[src/rtl/sap_datapath.sv]
`default_nettype none
// ============================================================================
//  Module      : sap_datapath
//  Description : SAP-1 W-bus datapath with PC, MAR, 16x8 RAM, IR, A, B, an
//                add/sub ALU and an output register, plus a RAM program-load port.
//  Revision    : 1.0  initial release
// ============================================================================
module sap_datapath #(
    parameter int DATA_W = 8,
    parameter int ADDR_W = 4,
    parameter int OPC_W  = DATA_W - ADDR_W
) (
    input  logic              clock,
    input  logic              reset,
    input  logic [11:0]       controller,
    input  logic              prog_en,
    input  logic [ADDR_W-1:0] prog_addr,
    input  logic [DATA_W-1:0] prog_data,
    output logic [OPC_W-1:0]  operation_code,
    output logic [DATA_W-1:0] out_port,
    output logic [DATA_W-1:0] w_bus,
    output logic              carry_flag,
    output logic              zero_flag,
    output logic              halted,
    output logic              bus_conflict
);

    localparam logic [ADDR_W-1:0] c_pc_one = {{(ADDR_W-1){1'b0}}, 1'b1};
    localparam logic [DATA_W:0]   c_sum_one = {{DATA_W{1'b0}}, 1'b1};

    logic [ADDR_W-1:0] r_pc;
    logic [ADDR_W-1:0] r_mar;
    logic [DATA_W-1:0] r_ir;
    logic [DATA_W-1:0] r_a;
    logic [DATA_W-1:0] r_b;
    logic [DATA_W-1:0] r_out;
    logic              r_carry;
    logic              r_zero;
    logic [DATA_W-1:0] r_ram [2**ADDR_W];

    logic w_cp, w_ep, w_lm_n, w_ce_n, w_li_n, w_ei_n;
    logic w_la_n, w_ea, w_su, w_eu, w_lb_n, w_lo_n;
    logic [4:0]        w_drivers;
    logic [DATA_W:0]   w_sum;
    logic [DATA_W-1:0] w_alu;
    logic [DATA_W-1:0] w_bus_val;

    assign {w_cp, w_ep, w_lm_n, w_ce_n, w_li_n, w_ei_n,
            w_la_n, w_ea, w_su, w_eu, w_lb_n, w_lo_n} = controller;

    // Subtraction is two's complement: A + ~B + 1, so the top bit means "no borrow".
    assign w_sum = w_su ? ({1'b0, r_a} + {1'b0, ~r_b} + c_sum_one)
                        : ({1'b0, r_a} + {1'b0, r_b});
    assign w_alu = w_sum[DATA_W-1:0];

    always_comb begin
        w_bus_val = '0;
        if (w_ep)
            w_bus_val = {{(DATA_W-ADDR_W){1'b0}}, r_pc};
        else if (!w_ce_n)
            w_bus_val = r_ram[r_mar];
        else if (!w_ei_n)
            w_bus_val = {{(DATA_W-ADDR_W){1'b0}}, r_ir[ADDR_W-1:0]};
        else if (w_ea)
            w_bus_val = r_a;
        else if (w_eu)
            w_bus_val = w_alu;
    end

    // Clearing the lowest set bit leaves something only when two or more drivers are on.
    assign w_drivers    = {w_ep, !w_ce_n, !w_ei_n, w_ea, w_eu};
    assign bus_conflict = (w_drivers & (w_drivers - 5'd1)) != 5'd0;

    always_ff @(posedge clock) begin
        if (reset) begin
            r_pc    <= '0;
            r_mar   <= '0;
            r_ir    <= '0;
            r_a     <= '0;
            r_b     <= '0;
            r_out   <= '0;
            r_carry <= 1'b0;
            r_zero  <= 1'b0;
        end else if (!prog_en) begin
            if (w_cp)    r_pc  <= r_pc + c_pc_one;
            if (!w_lm_n) r_mar <= w_bus_val[ADDR_W-1:0];
            if (!w_li_n) r_ir  <= w_bus_val;
            if (!w_lb_n) r_b   <= w_bus_val;
            if (!w_lo_n) r_out <= w_bus_val;
            if (!w_la_n) begin
                r_a <= w_bus_val;
                if (w_eu) begin
                    r_carry <= w_sum[DATA_W];
                    r_zero  <= (w_alu == '0);
                end
            end
        end
    end

    // RAM is untouched by reset so a loaded program survives a restart.
    always_ff @(posedge clock) begin
        if (prog_en)
            r_ram[prog_addr] <= prog_data;
    end

    assign operation_code = r_ir[DATA_W-1 -: OPC_W];
    assign halted         = &operation_code;
    assign out_port       = r_out;
    assign w_bus          = w_bus_val;
    assign carry_flag     = r_carry;
    assign zero_flag      = r_zero;

endmodule
`default_nettype wire
[config.mk]
export PLATFORM = sky130hd
export DESIGN_NAME = sap_datapath
export DESIGN_NICKNAME = d
export VERILOG_FILES = /design/src/rtl/sap_datapath.sv
export SDC_FILE = /design/constraint.sdc
export NUM_CORES = 1
export LEC_CHECK = 0
export CAP_MARGIN = 40
export CORE_MARGIN = 1.5
export CORE_UTILIZATION = 31
export DETAILED_ROUTE_END_ITERATION = 16
export PLACE_DENSITY = 0.48
export SLEW_MARGIN = 40
export SYNTH_ARGS = -nofsm -noshare
export SYNTH_HDL_FRONTEND = slang
export SYNTH_SLANG_ARGS = --single-unit
[constraint.sdc]
create_clock -name clock -period 3.6 [get_ports clock]
set_clock_uncertainty 0.1 [all_clocks]
set_input_delay 0.72 -clock clock [delete_from_list [all_inputs] [get_ports clock]]
set_output_delay 0.72 -clock clock [all_outputs]
set_load 0.02 [all_outputs]
**Run 1: routing congestion**

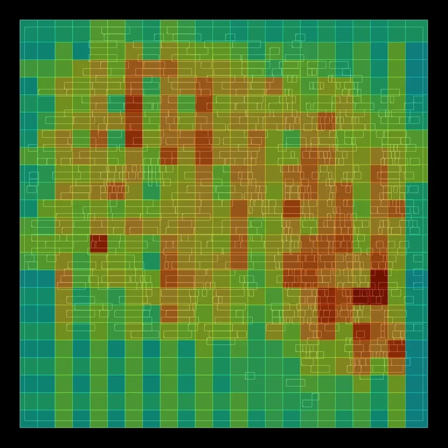
GR Util met3: 0.03409
Core Util, Final: 0.3977
GR peak layer: met2
met1 usage: 0.1976

**Run 1: M2 wires**

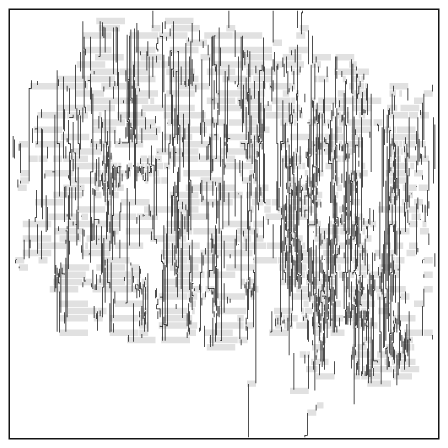
The wires run mostly vertical. 626 nets have wire on it. The layer carries 9830 um of wire. The longest straight run is 73.4 um.
drt total wl: 19.47 mm
met2 Usage GRT: 0.2680
vias post-DR: 5118

**Run 1: register map, names as in the netlist**

Other sequential cells in the stronger grey, the rest of the logic in the fainter grey.
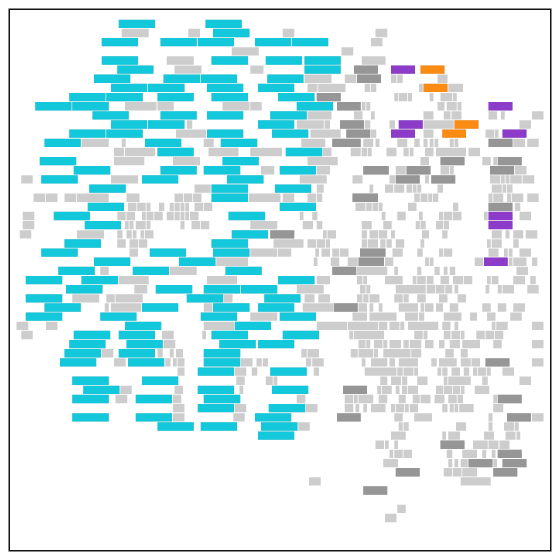
Orange is r_pc, flops 4, where upper right. Cyan is r_ram, flops 128. Purple is out_port, flops 8, where upper right.
Another 34 sequential cells are not coloured.
Seq power: 2.23 mW
Reg area: 4773 um^2

==> results.sh, run 1 <==
# physical design summary
export IMPL_async_flop_share=0
export IMPL_clkLatencyLatePin_ps=420
export IMPL_fin_crit_sh=0.9685
export IMPL_cp_slowest_stage_delay_ps=560
export IMPL_post_drt_wl_per_cell_um=19.09
export IMPL_drt_iter0_markers=244
export IMPL_hold_class="flop to flop"
export IMPL_drive_above_1_share=0.2313
export IMPL_ys_warn_count=0
export IMPL_combGateArea_um2=2783
export IMPL_grt_pass1_vias=5116
export IMPL_critical_path_top_delay_family="multiplexers"
export IMPL_h_tree_depth=4
export IMPL_placementRows=57
export IMPL_yosysUniqueCellTypes=53
export IMPL_end_kind="primary output"
export IMPL_setup_violations=0
export IMPL_overflow=0
export IMPL_yosysTopAreaCell="edfxtp_1"
export IMPL_drv_slew=0
export IMPL_status="finished, final reports clean"
export IMPL_dp_hpwl_mm=13.95
export IMPL_core_area_um2=24320
[run 1: worst min-delay path, stage by stage, from the launching register on]
cell and delay [ps]:
dfxtp_1 310, nand2_1 60, o31ai_1 50
[run 1: metrics by stage]
step	setup TNS, ps	setup WS [ps]
detailed placement	-991.5	-278.1
floorplan	0	367.7
finish	0	113.4
global placement	-947.4	-300.5
global route	0	6.838
CTS	0	1.968
[run 1: path summary, 6_finish.rpt]
check / endpoint / slack (ps) / cells after the start
max: w_bus[2] / 110 / 7
max reg2reg: r_mar[3]$_SDFFE_PP0P_ / 1000 / 10
min: zero_flag$_SDFFE_PP0P_ / 370 / 2
min reg2reg: zero_flag$_SDFFE_PP0P_ / 370 / 2
[run 1: placed cells by master, fill, tap and decap left out, types with 4 or more instances in the layout]
cell type,count
inv_1,28
ha_4,4
mux4_2,20
dfxtp_2,4
mux2_2,4
a311oi_1,10
dfxtp_1,41
a21oi_1,14
xnor2_1,5
a211oi_1,11
nand3_1,13
buf_4,67
o32ai_1,12
mux4_1,5
nand2_1,41
a31oi_1,8
nor3_1,12
xor2_1,4
clkdlybuf4s50_1,42
nand4_1,4
clkinv_4,4
a22oi_1,5
clkbuf_16,17
nand2b_1,6
mux2i_1,23
o21ai_0,23
ha_1,12
nor2_1,53
edfxtp_1,128
[run 1: power by group through the flow]
stage	clock, mW	sequential, mW	combinational [mW]
after global routing	1.82	2.24	0.606
after detailed placement	0	2.28	0.532
after global placement	0	2.28	0.528
final	1.70	2.23	0.559
after floorplan	0	2.27	0.293
after CTS	1.74	2.24	0.539
[run 1: kinds of logic (layout without fill, tap and decap cells)]
family | Yosys count | after routing | synth area share
AND/OR/NAND/NOR | 147 | 147 | 0.08572
XOR/XNOR | 9 | 9 | 0.01025
multiplexers | 54 | 54 | 0.1150
buffers and inverters | 63 | 182 | 0.03741
flip-flops | 174 | 174 | 0.6194
AND-OR/OR-AND | 111 | 111 | 0.09938
adder cells (fa/ha/maj) | 19 | 19 | 0.03286
[run 1: state kept, by name, summed over array words and instances (netlist names), named ones only]
| register | flops |
|---|---|
| r_b | 8 |
| r_mar | 4 |
| r_ir | 8 |
| r_a | 8 |
| carry_flag | 1 |
| out_port | 8 |
| r_ram | 128 |
| r_pc | 4 |
| zero_flag | 1 |
[run 1: synthesized netlist by cell type, types with 13 or more instances]
| cell type | number |
|---|---|
| edfxtp_1 | 128 |
| nor2_1 | 55 |
| dfxtp_1 | 46 |
| nand2_1 | 41 |
| inv_1 | 28 |
| o21ai_0 | 26 |
| mux2i_1 | 25 |
| clkbuf_1 | 20 |
| mux4_2 | 18 |
| a21oi_1 | 17 |
| ha_1 | 17 |
| nand3_1 | 13 |
[run 1: what timing repair did]
action	4_1_cts	5_1_grt
endpoints found under the setup margin	8	7
hold buffers	0	0
setup buffers	0	2
resized	41	29
pin swaps	3	10
endpoints found under the hold margin	0	0
[run 1: final cells by class]
| class | count | share of cell area |
|---|---|---|
| Clock buffer | 19 | 0.04475 |
| Clock inverter | 13 | 0.01164 |
| Inverter | 28 | 0.01087 |
| Multi-Input combinational cell | 340 | 0.2877 |
| Sequential cell | 174 | 0.4935 |
| Tap cell | 324 | 0.04191 |
| Timing Repair Buffer | 122 | 0.1097 |
**Run 1: met3 routing**

Scale bar: 50 um.
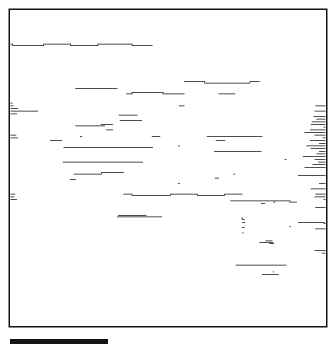

==> run 2, diff against run 1 <==
- ABC_AREA: default -> 1
**Run 2: met3 routing**

Scale bar: 50 um.
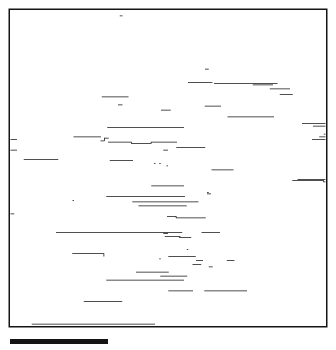
The wires run mostly horizontal. 41 nets have wire on it. The longest straight run is 64.4 um.
GR Util met3: 0.02324
drt total wl: 21.33 mm
vias post-DR: 5791

==> run 2 against run 1 <==
  * Total power increased by 4.2%
  * Final cell count is 20% higher
  * Largest power group unchanged
  * Sequential power about the same
  * Count of clock-buffer cells in the layout down 2
  * Critical path depth increased by 6
  * Maximum frequency increased by 1.1%
  * Core utilization shrank 0.77 points
  * Die area increased by 1.6%
==> results.sh, run 2 <==
# physical design summary
export IMPL_status="finished, final reports clean"
export IMPL_top_logic_kind="simple AND/OR/NAND/NOR gates"
export IMPL_post_drt_wl_per_cell_um=17.50
export IMPL_netlist_top_cells_count="154 x nand2_1, 128 x edfxtp_1, 98 x nor2_1"
export IMPL_reg2reg_depth=13
export IMPL_reg2reg_slack_ps=1250
export IMPL_end_kind="primary output"
export IMPL_setup_ws_ps=150.3
export IMPL_compound_area_frac=0.1208
export IMPL_yosysUniqueCellTypes=32
export IMPL_setup_violations=0
export IMPL_synth_adder_area_share=0.03233
export IMPL_largest_reg_flops=128
export IMPL_clkLatencyLatePin_ps=440
export IMPL_yosys_cell_count_top_type="nand2_1"
export IMPL_mux_share=0
export IMPL_simple_gate_area_frac=0.1787
export IMPL_hold_class="flop to flop"
export IMPL_postCtsSetupRepairBufs=0
export IMPL_ys_warn_count=0
export IMPL_cts_hold_fix_buffers=0
export IMPL_mostFrequentLayoutCells="154 x nand2_1, 128 x edfxtp_1, 98 x nor2_1"
export IMPL_place_ws_ps=-94.40
export IMPL_lay_top_count="nand2_1"
export IMPL_grt_busiest_layer="met2"
export IMPL_cp_endpoint="w_bus[1]"
export IMPL_core_area_um2=24530
export IMPL_largest_register="r_ram"
export IMPL_use_met2=0.2692
## run 2: cell types whose count changed in the layout (fill, tap and decap cells not counted), sizes merged, moves of 22 or more
cell   change
nand3     +58
mux2i     -25
mux4      -25
buf       -22
nor2      +45
inv       +31
nand2    +118
o21ai     +67
a21oi     +39
## run 2: routing by layer
metal | vias up | share of wire
met4 | 0 | 0.019
met2 | 104 | 0.47
li1 | 2920 | -
met5 | - | 0
met1 | 2744 | 0.47
met3 | 23 | 0.038
## run 2: worst min-delay path by stage
stage | start | endpoint | slack (ps) | depth (start not counted)
after global placement | zero_flag$_SDFFE_PP0P_ | zero_flag$_SDFFE_PP0P_ | 360 | 2
after global routing | carry_flag$_SDFFE_PP0P_ | carry_flag$_SDFFE_PP0P_ | 400 | 2
after floorplan | r_pc[2]$_SDFFE_PP0P_ | r_pc[2]$_SDFFE_PP0P_ | 370 | 2
final | zero_flag$_SDFFE_PP0P_ | zero_flag$_SDFFE_PP0P_ | 370 | 2
after CTS | zero_flag$_SDFFE_PP0P_ | zero_flag$_SDFFE_PP0P_ | 380 | 2
after detailed placement | zero_flag$_SDFFE_PP0P_ | zero_flag$_SDFFE_PP0P_ | 370 | 2
## run 2: logic make-up (layout without fill, tap and decap cells)
group / after synthesis / after routing
AND/OR/NAND/NOR: 338 / 338
XOR/XNOR: 2 / 2
AND-OR/OR-AND: 171 / 171
buffers and inverters: 95 / 191
adder cells (fa/ha/maj): 19 / 19
flip-flops: 174 / 174
## run 2: stage by stage
stage                     area, um^2    util  power [mW]
after floorplan                 7819       -       2.634
after global placement          8910  0.3632       2.897
after detailed placement        8910  0.3632       2.898
after CTS                       9570  0.3901       4.741
after global routing            9569  0.3900       4.871
final                           9569  0.3900       4.679
## run 2: critical path, cell delays in order (launching register included)
cell and delay (ps):
dfxtp_2 360, inv_1 50, ha_1 220, fa_1 490, nand2_1 50, o21ai_1 100, nor2_1 70, a21oi_1 120
o21ai_0 90, a21oi_1 130, nand2_1 110, o21ai_2 80, inv_1 60, clkdlybuf4s15_1 280
## run 2: repair_timing
item                       4_1_cts  5_1_grt
resized                         16       15
setup endpoints to repair        8        7
gates cloned                     2        0
## run 2: report_power, final
part           total [mW]  internal, mW  leakage (nW)  switching, mW
clock                1.82         0.933         0.290          0.889
combinational       0.616         0.229          1.90          0.387
sequential           2.24          2.21          1.54         0.0321
total                4.68          3.37          3.72           1.31
## run 2: layout make-up
class                   instances  area (um^2)
clock buffers                  17        425.4
clock inverters                15        157.7
fillers                      2472        14960
inverters                      54        207.7
multi-input cells             530         2615
flip-flops and latches        174         4771
well taps                     324        405.4
repair buffers                105        987.2
Power is estimated from default activity; no workload was simulated.
